$ cat src/rtl/dffram_mbist_ctrl.sv
// March C- self-test controller for a single-port DFFRAM; the functional port passes through when idle.
// Optional macro DFFRAM_MBIST_CHECKERBOARD_EN adds a second pass with 0x55/0xAA backgrounds.
module dffram_mbist_ctrl #(
    parameter int AW    = 7,
    parameter int WSIZE = 4
) (
    input  logic                 CLK,
    input  logic                 RST_N,
    input  logic                 start,
    output logic                 busy,
    output logic                 done,
    output logic                 pass,
    output logic [AW-1:0]        fail_addr,
    input  logic [WSIZE-1:0]     fn_WE0,
    input  logic                 fn_EN0,
    input  logic [AW-1:0]        fn_A0,
    input  logic [8*WSIZE-1:0]   fn_Di0,
    output logic [8*WSIZE-1:0]   fn_Do0,
    output logic [WSIZE-1:0]     ram_WE0,
    output logic                 ram_EN0,
    output logic [AW-1:0]        ram_A0,
    output logic [8*WSIZE-1:0]   ram_Di0,
    input  logic [8*WSIZE-1:0]   ram_Do0
);

    localparam int DW = 8 * WSIZE;

    typedef enum logic [3:0] {IDLE, M0, M1, M2, M3, M4, M5, FLUSH, DONE} state_t;

    state_t          state_q, state_d;
    logic [AW-1:0]   addr_q, addr_d;
    logic            phase_q, phase_d;
    logic            busy_q, busy_d;
    logic            done_q, done_d;
    logic            pass_q, pass_d;
    logic [AW-1:0]   fail_addr_q, fail_addr_d;
    logic            fail_seen_q, fail_seen_d;
    logic            rd_pend_q, rd_pend_d;
    logic [DW-1:0]   rd_exp_q, rd_exp_d;
    logic [AW-1:0]   rd_addr_q, rd_addr_d;
`ifdef DFFRAM_MBIST_CHECKERBOARD_EN
    logic            pass2_q, pass2_d;
`endif

    logic            op_en, op_we;
    logic [DW-1:0]   op_data;
    logic [DW-1:0]   bg0;
    logic            rd_inv, down, at_end, miscmp;

    always_comb begin
        state_d     = state_q;
        addr_d      = addr_q;
        phase_d     = phase_q;
        busy_d      = busy_q;
        done_d      = done_q;
        pass_d      = pass_q;
        fail_addr_d = fail_addr_q;
        fail_seen_d = fail_seen_q;
        rd_pend_d   = 1'b0;
        rd_exp_d    = rd_exp_q;
        rd_addr_d   = rd_addr_q;
        op_en       = 1'b0;
        op_we       = 1'b0;
`ifdef DFFRAM_MBIST_CHECKERBOARD_EN
        pass2_d     = pass2_q;
        bg0         = pass2_q ? {(DW/2){2'b01}} : '0;
`else
        bg0         = '0;
`endif
        op_data     = bg0;
        rd_inv      = (state_q == M2) || (state_q == M4);
        down        = (state_q == M3) || (state_q == M4);
        at_end      = down ? (addr_q == '0) : (addr_q == '1);

        // Compare for the read issued on the previous edge; only the first miss is kept.
        miscmp = rd_pend_q && (ram_Do0 != rd_exp_q);
        if (miscmp && !fail_seen_q) begin
            fail_seen_d = 1'b1;
            fail_addr_d = rd_addr_q;
        end

        case (state_q)
            IDLE, DONE: begin
                if (start) begin
                    state_d     = M0;
                    addr_d      = '0;
                    phase_d     = 1'b0;
                    busy_d      = 1'b1;
                    done_d      = 1'b0;
                    pass_d      = 1'b0;
                    fail_addr_d = '0;
                    fail_seen_d = 1'b0;
`ifdef DFFRAM_MBIST_CHECKERBOARD_EN
                    pass2_d     = 1'b0;
`endif
                end
            end
            M0: begin
                op_en = 1'b1;
                op_we = 1'b1;
                if (at_end) begin
                    state_d = M1;
                    addr_d  = '0;
                end else begin
                    addr_d = addr_q + 1'b1;
                end
            end
            M1, M2, M3, M4: begin
                op_en = 1'b1;
                if (!phase_q) begin
                    rd_pend_d = 1'b1;
                    rd_exp_d  = rd_inv ? ~bg0 : bg0;
                    rd_addr_d = addr_q;
                    op_data   = rd_exp_d;
                    phase_d   = 1'b1;
                end else begin
                    op_we   = 1'b1;
                    op_data = rd_inv ? bg0 : ~bg0;
                    phase_d = 1'b0;
                    if (at_end) begin
                        case (state_q)
                            M1:      state_d = M2;
                            M2:      state_d = M3;
                            M3:      state_d = M4;
                            default: state_d = M5;
                        endcase
                        addr_d = ((state_q == M2) || (state_q == M3)) ? '1 : '0;
                    end else begin
                        addr_d = down ? (addr_q - 1'b1) : (addr_q + 1'b1);
                    end
                end
            end
            M5: begin
                op_en     = 1'b1;
                rd_pend_d = 1'b1;
                rd_exp_d  = bg0;
                rd_addr_d = addr_q;
                if (at_end) begin
`ifdef DFFRAM_MBIST_CHECKERBOARD_EN
                    if (!pass2_q) begin
                        state_d = M0;
                        pass2_d = 1'b1;
                        addr_d  = '0;
                    end else begin
                        state_d = FLUSH;
                    end
`else
                    state_d = FLUSH;
`endif
                end else begin
                    addr_d = addr_q + 1'b1;
                end
            end
            FLUSH: begin
                state_d = DONE;
                busy_d  = 1'b0;
                done_d  = 1'b1;
                pass_d  = !fail_seen_d;
            end
            default: state_d = IDLE;
        endcase
    end

    always_ff @(posedge CLK or negedge RST_N) begin
        if (!RST_N) begin
            state_q     <= IDLE;
            addr_q      <= '0;
            phase_q     <= 1'b0;
            busy_q      <= 1'b0;
            done_q      <= 1'b0;
            pass_q      <= 1'b0;
            fail_addr_q <= '0;
            fail_seen_q <= 1'b0;
            rd_pend_q   <= 1'b0;
            rd_exp_q    <= '0;
            rd_addr_q   <= '0;
`ifdef DFFRAM_MBIST_CHECKERBOARD_EN
            pass2_q     <= 1'b0;
`endif
        end else begin
            state_q     <= state_d;
            addr_q      <= addr_d;
            phase_q     <= phase_d;
            busy_q      <= busy_d;
            done_q      <= done_d;
            pass_q      <= pass_d;
            fail_addr_q <= fail_addr_d;
            fail_seen_q <= fail_seen_d;
            rd_pend_q   <= rd_pend_d;
            rd_exp_q    <= rd_exp_d;
            rd_addr_q   <= rd_addr_d;
`ifdef DFFRAM_MBIST_CHECKERBOARD_EN
            pass2_q     <= pass2_d;
`endif
        end
    end

    always_comb begin
        ram_EN0 = busy_q ? op_en : fn_EN0;
        ram_WE0 = busy_q ? (op_we ? '1 : '0) : fn_WE0;
        ram_A0  = busy_q ? addr_q : fn_A0;
        ram_Di0 = busy_q ? op_data : fn_Di0;
        fn_Do0  = ram_Do0;
    end

    assign busy      = busy_q;
    assign done      = done_q;
    assign pass      = pass_q;
    assign fail_addr = fail_addr_q;

endmodule

$ cat config.mk
export PLATFORM = sky130hd
export DESIGN_NAME = dffram_mbist_ctrl
export DESIGN_NICKNAME = d
export VERILOG_FILES = /design/src/rtl/dffram_mbist_ctrl.sv
export SDC_FILE = /design/constraint.sdc
export NUM_CORES = 1
export LEC_CHECK = 0
export ABC_AREA = 1
export CORE_ASPECT_RATIO = 1.1
export CORE_MARGIN = 2
export CORE_UTILIZATION = 35
export CTS_CLUSTER_DIAMETER = 60
export DETAILED_ROUTE_END_ITERATION = 16
export PLACE_DENSITY = 0.83
export SLEW_MARGIN = 20
export SYNTH_ARGS = -nofsm -noshare
export SYNTH_HDL_FRONTEND = slang
export SYNTH_SLANG_ARGS = --single-unit
export TNS_END_PERCENT = 100
$ cat constraint.sdc
create_clock -name CLK -period 1.5 [get_ports CLK]
set_input_delay 0.3 -clock CLK [delete_from_list [all_inputs] [get_ports CLK]]
set_output_delay 0.3 -clock CLK [all_outputs]
set_load 0.01 [all_outputs]
==> changes_impl.md <==
### Implementation results

- Insertion Delay late pin: between 0.2 and 0.3 ns
- Clock network power share: under 10%
- Die Area: around 9000 um^2
- Hold Crit Class: primary input to asynchronous set/reset pin
- Antenna diode count: 0
- Clock group total power: around 0.84 mW
- Vias per std cell: roughly 5.0
- Highest clock rate: roughly 450 MHz
- Largest net degree at the start of global routing: 33
- Number of logic gates: about 350
- Area leader share: 27.6%
- FF-to-FF End: state_q[1]
- Post-Syn Area: around 2900 um^2
- Clock-pin slew on the worst setup and hold paths: about 0.080 ns
- Kind of end point of the critical path: output pin
- Status: finished, violations left
- Post-synth area from yosys stat: ~2900 um^2
- Post-Synth XOR/XNOR Area: approximately 1.5%
- Synth mux share: 0%
- CP Depth: 9
- Mean Syn Cell Area: approximately 6.1 um^2
- DR vias: just under 4k
- Violated checks: setup timing
- Crit start category: register
- Final setup margin: -0.717 ns
- Gate power share: around 81%
- Logic area: between 1500 and 2000 um^2
- TAP cells: 108
- Clock Path Buffers: 2
- Crit path required time: between 1 and 1.5 ns
- Post-DP HPWL: ~8 mm
- Std-Cell Rows: 34
- CTS Root Cell: clkbuf_8
- Leak pwr: between 2 and 3 nW
- Combinational power: 9.87 mW
- Flop area: 803 um^2
- Final setup skew: around 0.012 ns
- #FFs+latches synth: 32
- Die W: between 90 and 100 um
- Post-Syn Nets: about 560
- IO Port Bufs: about 160
- Worst R2R Path Depth: 13
- NonClk Buf Share: between 40% and 50%
- Final Wtd Congestion: just under 0.9
- GRT overflow: 0
- Crit path kind: register to output pin
- CTS Hold Buffers Added: 0
- Cell taking the most area after synthesis: dfrtp_1
- Initial antenna violation count: 0
- Placed cells: between 700 and 800
- Netlist cell types: 31
- Final setup fails: a little over 70
- Internal Power: 6.13 mW
- Antenna viol nets, final: 0
- Post-synthesis sequential area ratio: between 20% and 30%
- Switching share of power: approximately half
- Share of cells above drive strength 1: 33.2%
- Number of global-route vias before repair: about 3.6k
- Comb area share: between 30% and 40%
- Peak supply drop: between 0.001 and 0.0015 V
- Reg-to-reg slack, setup: -0.50 ns
- Leading cell kind: non-clock buffers
[Yosys cell counts, drive strengths merged]
cell / number
o21ai: 31
nand3: 22
a31oi: 1
o211ai: 1
a21oi: 7
nor2: 41
buf: 40
inv: 54
nand2: 206
nor3: 5
clkbuf: 8
nand3b: 4
clkinv: 2
nand4: 10
o21bai: 1
dfrtp: 32
or2: 5
xor2: 5
and2: 1
ha: 3
[per-layer routing]
layer,up-vias,share of wire [%],GRT usage (%)
li1,1842,-,-
met1,1839,37,25.2
met2,222,52,47.1
met3,43,7.6,5.00
met4,0,3.5,7.46
met5,-,0,0
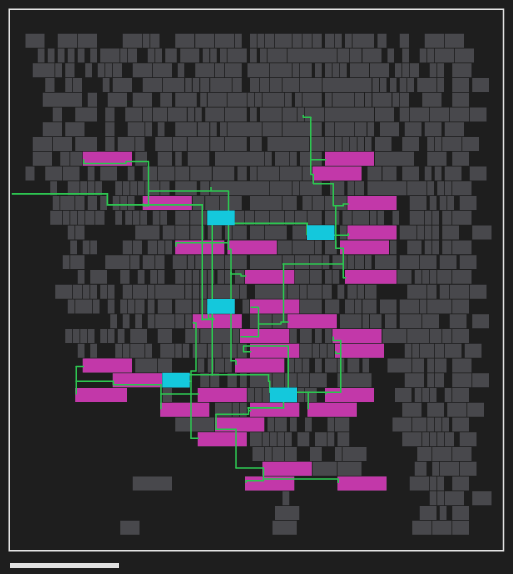
(clock wires, drivers and flops)
Bar = 20 um.
Magenta marks flip-flops, count 32. Cyan marks cells driving clock nets, count 5. Green marks clock wires, length 476 um.
There are 6 routed clock nets.

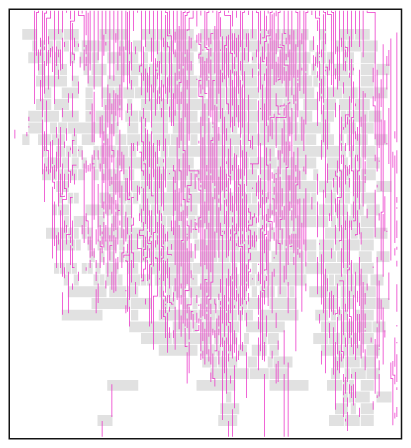
(met2 routing)
Cells faint in the background.
662 nets have wire on it. The layer holds 52% of the routed length. The wires run mostly vertical.

No activity file was given, so power comes from the tool's default toggle rates.
